==> config.mk <==
export PLATFORM = sky130hd
export DESIGN_NAME = pid_controller_core_flat
export DESIGN_NICKNAME = d
export VERILOG_FILES = /design/src/rtl/pid_controller_core_if.sv /design/src/rtl/pid_controller_core.sv /design/src/flat_wrapper.sv
export SDC_FILE = /design/constraint.sdc
export NUM_CORES = 2
export LEC_CHECK = 0
export CAP_MARGIN = 10
export CELL_PAD_IN_SITES_DETAIL_PLACEMENT = 1
export CELL_PAD_IN_SITES_GLOBAL_PLACEMENT = 1
export CORE_MARGIN = 5
export CORE_UTILIZATION = 53
export DETAILED_ROUTE_END_ITERATION = 8
export HOLD_SLACK_MARGIN = 0.1
export PLACE_DENSITY_LB_ADDON = 0.12
export SKIP_LAST_GASP = 1
export SLEW_MARGIN = 20
export SYNTH_ARGS = -nofsm -noshare
export SYNTH_HDL_FRONTEND = slang
export SYNTH_SLANG_ARGS = --single-unit
==> constraint.sdc <==
create_clock -name clk17_in -period 11.3 [get_ports clk17_in]
set_input_delay 1.695 -clock clk17_in [delete_from_list [all_inputs] [get_ports clk17_in]]
set_output_delay 1.695 -clock clk17_in [all_outputs]
set_load 0.05 [all_outputs]
==> src/rtl/pid_controller_core_if.sv <==
// Host configuration write bus for pid_controller_core.
//   cfg_we_in   : 1-cycle write strobe into the shadow register file
//   cfg_addr_in : register address
//   cfg_data_in : write data
// master = host-config decode side, slave = controller core.
interface pid_controller_core_if;
  logic        cfg_we_in;
  logic [7:0]  cfg_addr_in;
  logic [15:0] cfg_data_in;

  modport master (output cfg_we_in, cfg_addr_in, cfg_data_in);
  modport slave  (input  cfg_we_in, cfg_addr_in, cfg_data_in);
endinterface

==> src/rtl/pid_controller_core.sv <==
// Single-channel PID lock loop fed by an AD7606-style 8 x 18-bit ADC.
//   clk17_in / rst_n_in     : system clock, async active-low reset
//   cfg_if (slave)          : shadow register writes
//   module_update_in        : shadow -> active copy
//   adc_cstart_in           : start continuous conversions
//   pid_clear_in            : clear integrator and previous error
//   adc_busy_in, adc_data_a_in/b_in : ADC BUSY and serial DOUTA/DOUTB
//   adc_os_out, adc_convst_out, adc_reset_out, adc_sclk_out, adc_n_cs_out : ADC control
//   out_data / out_valid    : clamped controller output and its update strobe
module pid_controller_core #(
  parameter int W_DATA = 18,
  parameter int N_CHAN = 8,
  parameter int W_COEF = 16,
  parameter int W_OUT  = 16
) (
  input  logic               clk17_in,
  input  logic               rst_n_in,
  pid_controller_core_if.slave cfg_if,
  input  logic               module_update_in,
  input  logic               adc_cstart_in,
  input  logic               pid_clear_in,
  input  logic               adc_busy_in,
  input  logic               adc_data_a_in,
  input  logic               adc_data_b_in,
  output logic [2:0]         adc_os_out,
  output logic               adc_convst_out,
  output logic               adc_reset_out,
  output logic               adc_sclk_out,
  output logic               adc_n_cs_out,
  output logic [W_OUT-1:0]   out_data,
  output logic               out_valid
);

  localparam int LINE_W = (N_CHAN / 2) * W_DATA;   // bits per serial line per conversion
  localparam int CNT_W  = $clog2(LINE_W + 1);
  localparam logic [CNT_W-1:0] LAST = CNT_W'(LINE_W);
  localparam int W_ERR  = W_DATA + 1;
  localparam int STAGES = 3;

  typedef struct packed {
    logic [2:0]        os;
    logic [W_COEF-1:0] sp;
    logic [W_COEF-1:0] kp;
    logic [W_COEF-1:0] ki;
    logic [W_COEF-1:0] kd;
    logic [2:0]        src;
    logic [W_OUT-1:0]  init;
    logic [W_OUT-1:0]  omin;
    logic [W_OUT-1:0]  omax;
    logic              lock;
  } cfg_t;

  localparam cfg_t CFG_RST = '{os: '0, sp: '0, kp: '0, ki: '0, kd: '0, src: '0,
                               init: '0, omin: '0, omax: '1, lock: 1'b0};

  typedef enum logic [2:0] {S_IDLE, S_CONVST, S_WAIT_HI, S_READ, S_WAIT_LO} state_t;

  cfg_t   shadow, active, snap;
  state_t state, nxt;
  logic [2:0]       rst_cnt;
  logic             cont_mode;
  logic [CNT_W-1:0] bit_cnt;
  logic [LINE_W-1:0] sh_a, sh_b;
  logic [N_CHAN-1:0][W_DATA-1:0] chans;
  logic             sample_go;
  logic [STAGES:0]  vld_pipe;

  // ---------------- register file ----------------
  always_ff @(posedge clk17_in or negedge rst_n_in) begin
    if (!rst_n_in) begin
      shadow <= CFG_RST;
    end else if (cfg_if.cfg_we_in) begin
      case (cfg_if.cfg_addr_in)
        8'h01: shadow.os   <= cfg_if.cfg_data_in[2:0];
        8'h04: shadow.sp   <= W_COEF'(cfg_if.cfg_data_in);
        8'h05: shadow.kp   <= W_COEF'(cfg_if.cfg_data_in);
        8'h06: shadow.ki   <= W_COEF'(cfg_if.cfg_data_in);
        8'h07: shadow.kd   <= W_COEF'(cfg_if.cfg_data_in);
        8'h09: shadow.src  <= cfg_if.cfg_data_in[2:0];
        8'h0d: shadow.init <= W_OUT'(cfg_if.cfg_data_in);
        8'h10: shadow.omin <= W_OUT'(cfg_if.cfg_data_in);
        8'h13: shadow.omax <= W_OUT'(cfg_if.cfg_data_in);
        8'h17: shadow.lock <= cfg_if.cfg_data_in[0];
        default: ;
      endcase
    end
  end

  always_ff @(posedge clk17_in or negedge rst_n_in) begin
    if (!rst_n_in)             active <= CFG_RST;
    else if (module_update_in) active <= shadow;
  end

  assign adc_os_out = active.os;

  // ---------------- ADC reset / run mode ----------------
  // Counter saturates at 4 so the ADC sees exactly 4 reset clocks after release.
  always_ff @(posedge clk17_in or negedge rst_n_in) begin
    if (!rst_n_in) begin
      rst_cnt   <= '0;
      cont_mode <= 1'b0;
    end else begin
      if (rst_cnt != 3'd4) rst_cnt <= rst_cnt + 3'd1;
      if (adc_cstart_in)   cont_mode <= 1'b1;
    end
  end

  assign adc_reset_out = (rst_cnt != 3'd4);

  // ---------------- ADC FSM ----------------
  always_ff @(posedge clk17_in or negedge rst_n_in) begin
    if (!rst_n_in) state <= S_IDLE;
    else           state <= nxt;
  end

  always_comb begin
    nxt            = state;
    adc_convst_out = 1'b0;
    adc_n_cs_out   = 1'b1;
    case (state)
      S_IDLE:    if (cont_mode && !adc_reset_out) nxt = S_CONVST;
      S_CONVST:  begin adc_convst_out = 1'b1; nxt = S_WAIT_HI; end
      S_WAIT_HI: if (adc_busy_in) nxt = S_READ;
      S_READ:    begin adc_n_cs_out = 1'b0; if (bit_cnt == LAST) nxt = S_WAIT_LO; end
      S_WAIT_LO: if (!adc_busy_in) nxt = S_CONVST;
      default:   nxt = S_IDLE;
    endcase
  end

  // READ spans LINE_W+1 clocks: LINE_W shift cycles, then one cycle with the
  // clock parked high while the frame is latched. Gating on bit_cnt keeps the
  // pulse count at exactly LINE_W.
  assign adc_sclk_out = (state == S_READ && bit_cnt != LAST) ? clk17_in : 1'b1;
  assign sample_go    = (state == S_READ) && (bit_cnt == LAST);

  always_ff @(posedge clk17_in or negedge rst_n_in) begin
    if (!rst_n_in) begin
      bit_cnt <= '0;
      sh_a    <= '0;
      sh_b    <= '0;
    end else if (state != S_READ) begin
      bit_cnt <= '0;
    end else if (bit_cnt != LAST) begin
      bit_cnt <= bit_cnt + 1'b1;
      sh_a    <= {sh_a[LINE_W-2:0], adc_data_a_in};
      sh_b    <= {sh_b[LINE_W-2:0], adc_data_b_in};
    end
  end

  // First-shifted bits end up at the top: channel 0 is the MSB slice of line A.
  for (genvar c = 0; c < N_CHAN / 2; c++) begin : g_ch
    assign chans[c]            = sh_a[LINE_W-1-W_DATA*c -: W_DATA];
    assign chans[c+N_CHAN/2]   = sh_b[LINE_W-1-W_DATA*c -: W_DATA];
  end

  // ---------------- PID pipeline ----------------
  // The active config is snapshotted with the sample so a mid-pipeline update
  // only affects the following sample.
  logic signed [W_DATA-1:0] x_r;
  logic signed [W_ERR-1:0]  err, err_prev;
  logic signed [W_ERR:0]    de;
  logic signed [31:0]       integ, i_next;
  logic signed [32:0]       i_sum;
  logic signed [47:0]       p_term, i_term, d_term, y, y_min, y_max;
  logic signed [W_COEF-1:0] sp_s, kp_s, ki_s, kd_s;

  assign sp_s = snap.sp;
  assign kp_s = snap.kp;
  assign ki_s = snap.ki;
  assign kd_s = snap.kd;

  always_ff @(posedge clk17_in or negedge rst_n_in) begin
    if (!rst_n_in) vld_pipe <= '0;
    else           vld_pipe <= {vld_pipe[STAGES-1:0], sample_go};
  end

  always_ff @(posedge clk17_in or negedge rst_n_in) begin
    if (!rst_n_in) begin
      x_r  <= '0;
      snap <= CFG_RST;
    end else if (sample_go) begin
      x_r  <= chans[active.src];
      snap <= active;
    end
  end

  // stage 1: error
  always_ff @(posedge clk17_in or negedge rst_n_in) begin
    if (!rst_n_in)        err <= '0;
    else if (vld_pipe[0]) err <= W_ERR'(sp_s) - W_ERR'(x_r);
  end

  // stage 2: saturating integrator and products
  always_comb begin
    i_sum  = 33'(integ) + 33'(err);
    i_next = i_sum[31:0];
    if (i_sum[32] != i_sum[31]) i_next = i_sum[32] ? 32'sh8000_0000 : 32'sh7fff_ffff;
    de     = (W_ERR+1)'(err) - (W_ERR+1)'(err_prev);
  end

  always_ff @(posedge clk17_in or negedge rst_n_in) begin
    if (!rst_n_in) begin
      integ    <= '0;
      err_prev <= '0;
      p_term   <= '0;
      i_term   <= '0;
      d_term   <= '0;
    end else begin
      if (vld_pipe[1]) begin
        if (snap.lock) begin
          integ    <= i_next;
          err_prev <= err;
          p_term   <= 48'(kp_s) * 48'(err);
          i_term   <= 48'(ki_s) * 48'(i_next);
          d_term   <= 48'(kd_s) * 48'(de);
        end else begin
          integ    <= '0;
          err_prev <= '0;
          p_term   <= '0;
          i_term   <= '0;
          d_term   <= '0;
        end
      end
      if (pid_clear_in) begin   // wins over a same-cycle integrator update
        integ    <= '0;
        err_prev <= '0;
      end
    end
  end

  // stage 3: sum and clamp; an inverted window resolves to opp_min
  always_comb begin
    y     = 48'(snap.init) + p_term + i_term + d_term;
    y_min = 48'(snap.omin);
    y_max = 48'(snap.omax);
  end

  always_ff @(posedge clk17_in or negedge rst_n_in) begin
    if (!rst_n_in) begin
      out_data <= '0;
    end else if (vld_pipe[2]) begin
      if (snap.omin > snap.omax) out_data <= snap.omin;
      else if (y < y_min)        out_data <= snap.omin;
      else if (y > y_max)        out_data <= snap.omax;
      else                       out_data <= y[W_OUT-1:0];
    end
  end

  assign out_valid = vld_pipe[STAGES];

endmodule

==> src/flat_wrapper.sv <==
// flat-port wrapper written by rule: the top's interface ports become plain ports
module pid_controller_core_flat 
#(
  parameter int W_DATA = 18,
  parameter int N_CHAN = 8,
  parameter int W_COEF = 16,
  parameter int W_OUT  = 16
)
  (clk17_in, rst_n_in, module_update_in, adc_cstart_in, pid_clear_in, adc_busy_in, adc_data_a_in, adc_data_b_in, adc_os_out, adc_convst_out, adc_reset_out, adc_sclk_out, adc_n_cs_out, out_data, out_valid, cfg_if_cfg_we_in, cfg_if_cfg_addr_in, cfg_if_cfg_data_in);
  pid_controller_core_if cfg_if_i ();
  input  logic clk17_in;
  input  logic rst_n_in;
  input  logic module_update_in;
  input  logic adc_cstart_in;
  input  logic pid_clear_in;
  input  logic adc_busy_in;
  input  logic adc_data_a_in;
  input  logic adc_data_b_in;
  output logic [2:0] adc_os_out;
  output logic adc_convst_out;
  output logic adc_reset_out;
  output logic adc_sclk_out;
  output logic adc_n_cs_out;
  output logic [W_OUT-1:0] out_data;
  output logic out_valid;
  input wire logic [$bits(cfg_if_i.cfg_we_in)-1:0] cfg_if_cfg_we_in;
  input wire logic [$bits(cfg_if_i.cfg_addr_in)-1:0] cfg_if_cfg_addr_in;
  input wire logic [$bits(cfg_if_i.cfg_data_in)-1:0] cfg_if_cfg_data_in;
  assign cfg_if_i.cfg_we_in = cfg_if_cfg_we_in;
  assign cfg_if_i.cfg_addr_in = cfg_if_cfg_addr_in;
  assign cfg_if_i.cfg_data_in = cfg_if_cfg_data_in;
  pid_controller_core #(.W_DATA(W_DATA), .N_CHAN(N_CHAN), .W_COEF(W_COEF), .W_OUT(W_OUT)) u_core (.clk17_in(clk17_in), .rst_n_in(rst_n_in), .cfg_if(cfg_if_i), .module_update_in(module_update_in), .adc_cstart_in(adc_cstart_in), .pid_clear_in(pid_clear_in), .adc_busy_in(adc_busy_in), .adc_data_a_in(adc_data_a_in), .adc_data_b_in(adc_data_b_in), .adc_os_out(adc_os_out), .adc_convst_out(adc_convst_out), .adc_reset_out(adc_reset_out), .adc_sclk_out(adc_sclk_out), .adc_n_cs_out(adc_n_cs_out), .out_data(out_data), .out_valid(out_valid));
endmodule
**Sizing map**

Scale bar: 100 µm.
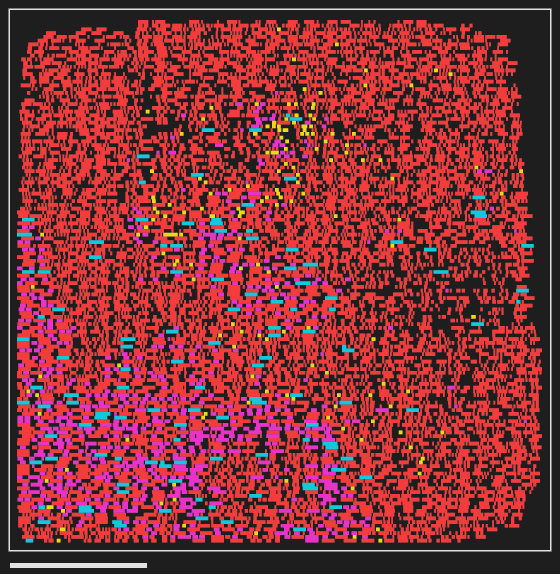
| color | size | cells | share | most used |
|---|---|---|---|---|
| cyan | x6 and larger | 122 | 1.6% | clkbuf_16 |
| red | x1 and smaller | 6,752 | 88% | inv_1 |
| yellow | x3 and x4 | 163 | 2.1% | buf_4 |
| magenta | x2 | 633 | 8.3% | mux2_2 |

**Signal wires on met2**

Scale bar: 100 µm. Cells faint in the background.
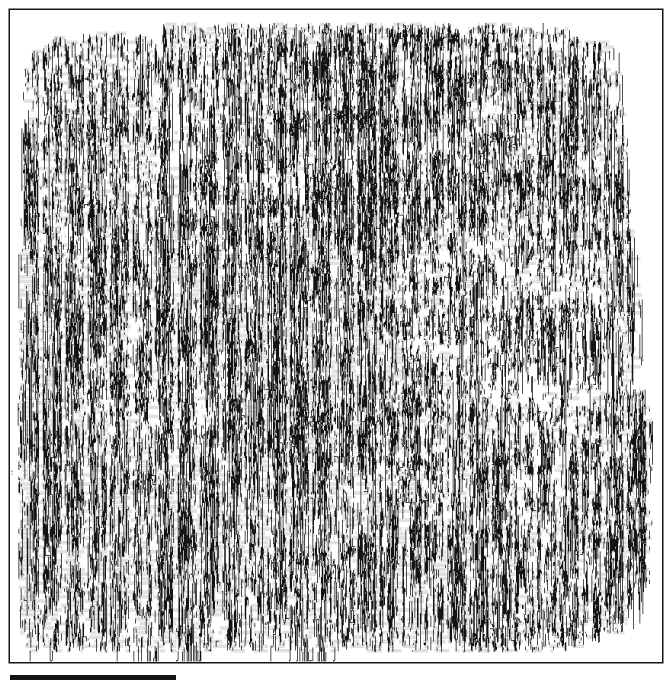
main direction: vertical
longest straight run: 139 µm
share of all routed wire: 48%
nets with wire on the layer: 8,472

==> ci_impl_report.md <==
## PnR job results

| Metric | Value |
|---|---|
| Max-area cell class | combinational gates |
| Final instance area | 83,900 µm² |
| Comb area | 52,800 µm² |
| Dpl ws | 0.145 ns |
| Max-cap violation count | 0 |
| M2 GR Usage | 53.4% |
| CP Max Fanout | 14 |
| Largest stage delay on the critical path | 0.53 ns |
| Adder Area Share | 38.2% |
| Least-Margin Pin Slew | 1.20 ns |
| Run status | complete, no violations |
| Number of OpenROAD warnings | 42 |
| FF-to-FF setup slack | 0.37 ns |
| Critical path origin | u_core.integ[0]$_DFFE_PN0P_ |
| Ys Warns | 0 |
| Commonest Layout Cell | inv_1 |
| Stages on worst setup path | 41 |
| Gate power share | 31.4% |
| Reg2Reg Depth | 41 |
| Pwr top | sequential cells |
| Vias in the first global route | 63,200 |
| Met1 WL | 107,000 µm |
| Placed insts | 9,425 |
| Critical path's top delay family | AND-OR/OR-AND gates |
| CTS tree | done |
| Post-route insts no fill | 9,590 |
| Worst-path clk slew | 0.06 ns |
| Mux area share | 8.35% |
| Dpl hpwl | 192,000 µm |
| Top-count cell post-synth | inv_1 |
| Final GP Congestion | 0.921 |
| Kind of critical path | reg2reg |
| Initial DRC count | 4,121 |
| Comb power | 2.79 mW |
| Routed length per instance | 25.7 µm |
| Final Total Pwr | 8.89 mW |
| Top Usage Layer GRT | met2 |
| LEAKAGE | 40.1 nW |
| Hold-fix buffer count after cts | 0 |
| And+or+nand+nor area frac | 11.2% |
| Final ANT Viol Nets | 0 |
| Layout clock area frac | 3.59% |
| Clock skew | 0.0555 ns |
| Flops | 736 |
| Die height | 394 µm |
| Area delta synth->final | 7.53% |
| Overflow after GRT | 0 |
| Routed WL | 246,000 µm |
| Comb area leader | adder cells |
| Tapcells | 1,917 |
| Die ar. | 155,000 µm² |
| Flop share of the area | 22.0% |
| Crit path buffers/inverters | 6 |
| Via density | 5.86 |
| Initial antenna violation count | 17 |
| Switch share | 37.2% |
| Dominant flop cell | dfrtp_1 |
| Met3 WL | 13,800 µm |
| Compound Share, Synth | 7.55% |
| # resized after CTS | 0 |
| RR Startpoint | u_core.integ[0]$_DFFE_PN0P_ |
| Peak clock frequency supported by timing | 0.0915 GHz |
| Top cells excl fill/tap | inv_1, fa_1, nand2_1 |
| Top cells, area | fa_1, dfrtp_1, ha_1 |
| Power Internal | 5.58 mW |
| Seq cells post-synth | 736 |
| CP Launch Type | register |
| Endpoint of the worst setup timing path | u_core.i_term[46]$_DFFE_PN0P_ |
| Final hold viol count | 0 |
| Worst hold-check path type | reg2reg |
| Inverters | 1,438 |
| Final hold slack | 0.481 ns |
| Max-slew violations | 0 |
| Post-DP Area | 80,800 µm² |
| Residual DRC | 0 |
| Seq pwr share | 35.2% |
| Die X-Extent | 394 µm |
| Yosys chip area | 78,000 µm² |
| Max-area cell share | 30.1% |
| Biggest register | u_core.shadow |
| Setup violations, final | 0 |
| Hold path depth | 2 |
| Pwr/cell area | 106 nW/µm² |
| Syn_nets | 9,360 |
| CORE AREA | 146,000 µm² |
| # fillers | 15,900 |
| Area leader, netlist | fa_1 |
| Peak VDD IR | 0.195 mV |
| Repair and plain buffers | 203 |
| Min Tclk post-route | 10.93 ns |
| Yosys cell count | 7,663 |
| Flip-flops with a built-in enable | 0 |
| First drt pass iteration count | 7 |
| Worst EP required | 11.97 ns |
| Share of the core filled with cells | 57.5% |
| Largest net degree at the start of global routing | 162 |
| Postcts setup bufs | 0 |
| Final WS setup | 0.368 ns |
| Antenna diode count | 3 |
| Biggest regs | u_core.shadow: 119 flops, u_core.active: 116 flops |
| P_sw | 3.31 mW |
| Nets@finish | 9,297 |
| Most frequent CP cell | fa_1 |
| Max stage delay cell, worst path | fa_1 |
| XOR/XNOR Area Share | 2.32% |
| P_clk | 2.97 mW |
| Total negative slack | 0 ns |
| Hold_sp | u_core.active[7]$_DFFE_PN1P_ |
| WP data arrival | 11.60 ns |
| Synth Instances | 7,663 |
| R2r endpoint | u_core.i_term[46]$_DFFE_PN0P_ |
| First-pass GRT wire length | 384,000 µm |
| GRT Util Overall | 32.1% |
| RSZ-0062 raised after global routing | no |
| Clkbuf count | 119 |
| Core Rows | 140 |
| Routed vias | 56,200 |
| Comb/total area | 63.0% |
| Grt met3 use | 3.64% |
| M1 GR Usage | 45.3% |
| Flop+latch power | 3.13 mW |
| Max-slew headroom | 19.9% |
| Share of cells above drive strength 1 | 12.0% |
| Endpoint class of the critical path | register |
| Floorplan core density | 53.4% |
| Comb_multi_in | 5,134 |
| # IOs | 57 |
| Port Buffers | 56 |
| Fin crit share | 96.7% |
| Top Layer Used | met4 |
| Met2 Wirelength | 118,000 µm |
| Hold path endpoint | u_core.snap[7]$_DFFE_PN1P_ |
| Non-clk buf share | 2.05% |
| Most frequent cells after synthesis | inv_1, fa_1, nand2_1 |
| Clock Power Share | 33.4% |
| Distinct lib cells | 85 |
| Flop area | 18,500 µm² |
| FFs w/ async S/R, synth | 100% |
| Clock latency on the worst-skew pair | 0.82 ns |
**Layout detail**

Scale bar: 10 µm. Region (177, 98) to (217, 138) µm. Cells in gray, sequential cells in the stronger gray; small squares are vias.
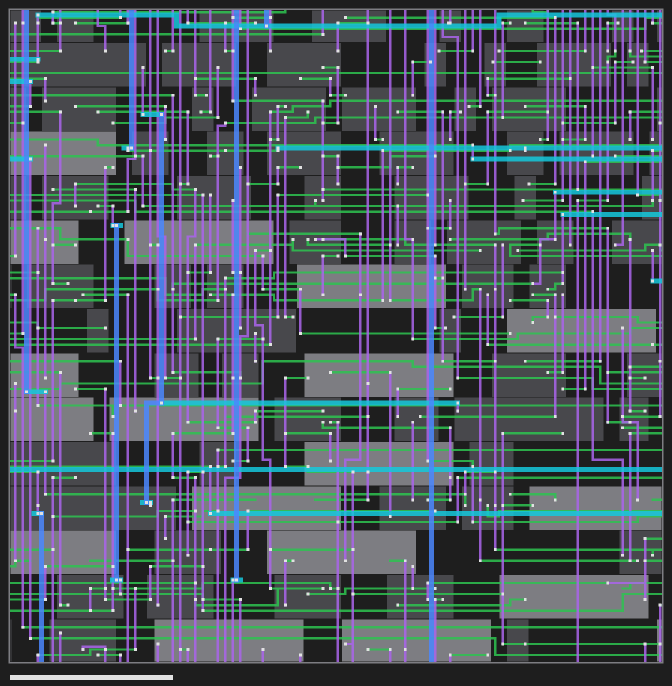
| color | layer |
|---|---|
| cyan | M3 |
| blue | M4 |
| green | M1 |
| purple | M2 |
cells with their middle in the window: 82
sequential cells in the window: 15
netlist names of flops here include: u_core.shadow (6), u_core.active (3), u_core.err_prev (3)
most frequent: ha_1 (16), dfrtp_1 (15)

**The metal 1 layer**

Scale bar: 100 µm. Supply wires on this layer in gray. Cells faint in the background.
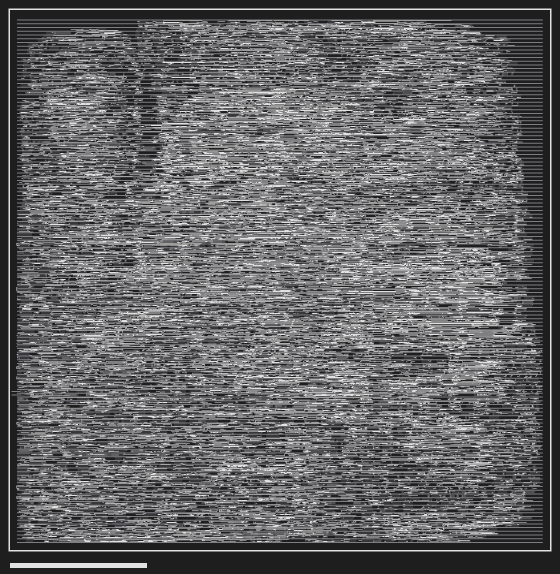
longest straight run: 98.0 µm
main direction: horizontal
wire length on this layer: 107 mm
nets with wire on the layer: 8,784

Power is estimated from default activity; no workload was simulated.
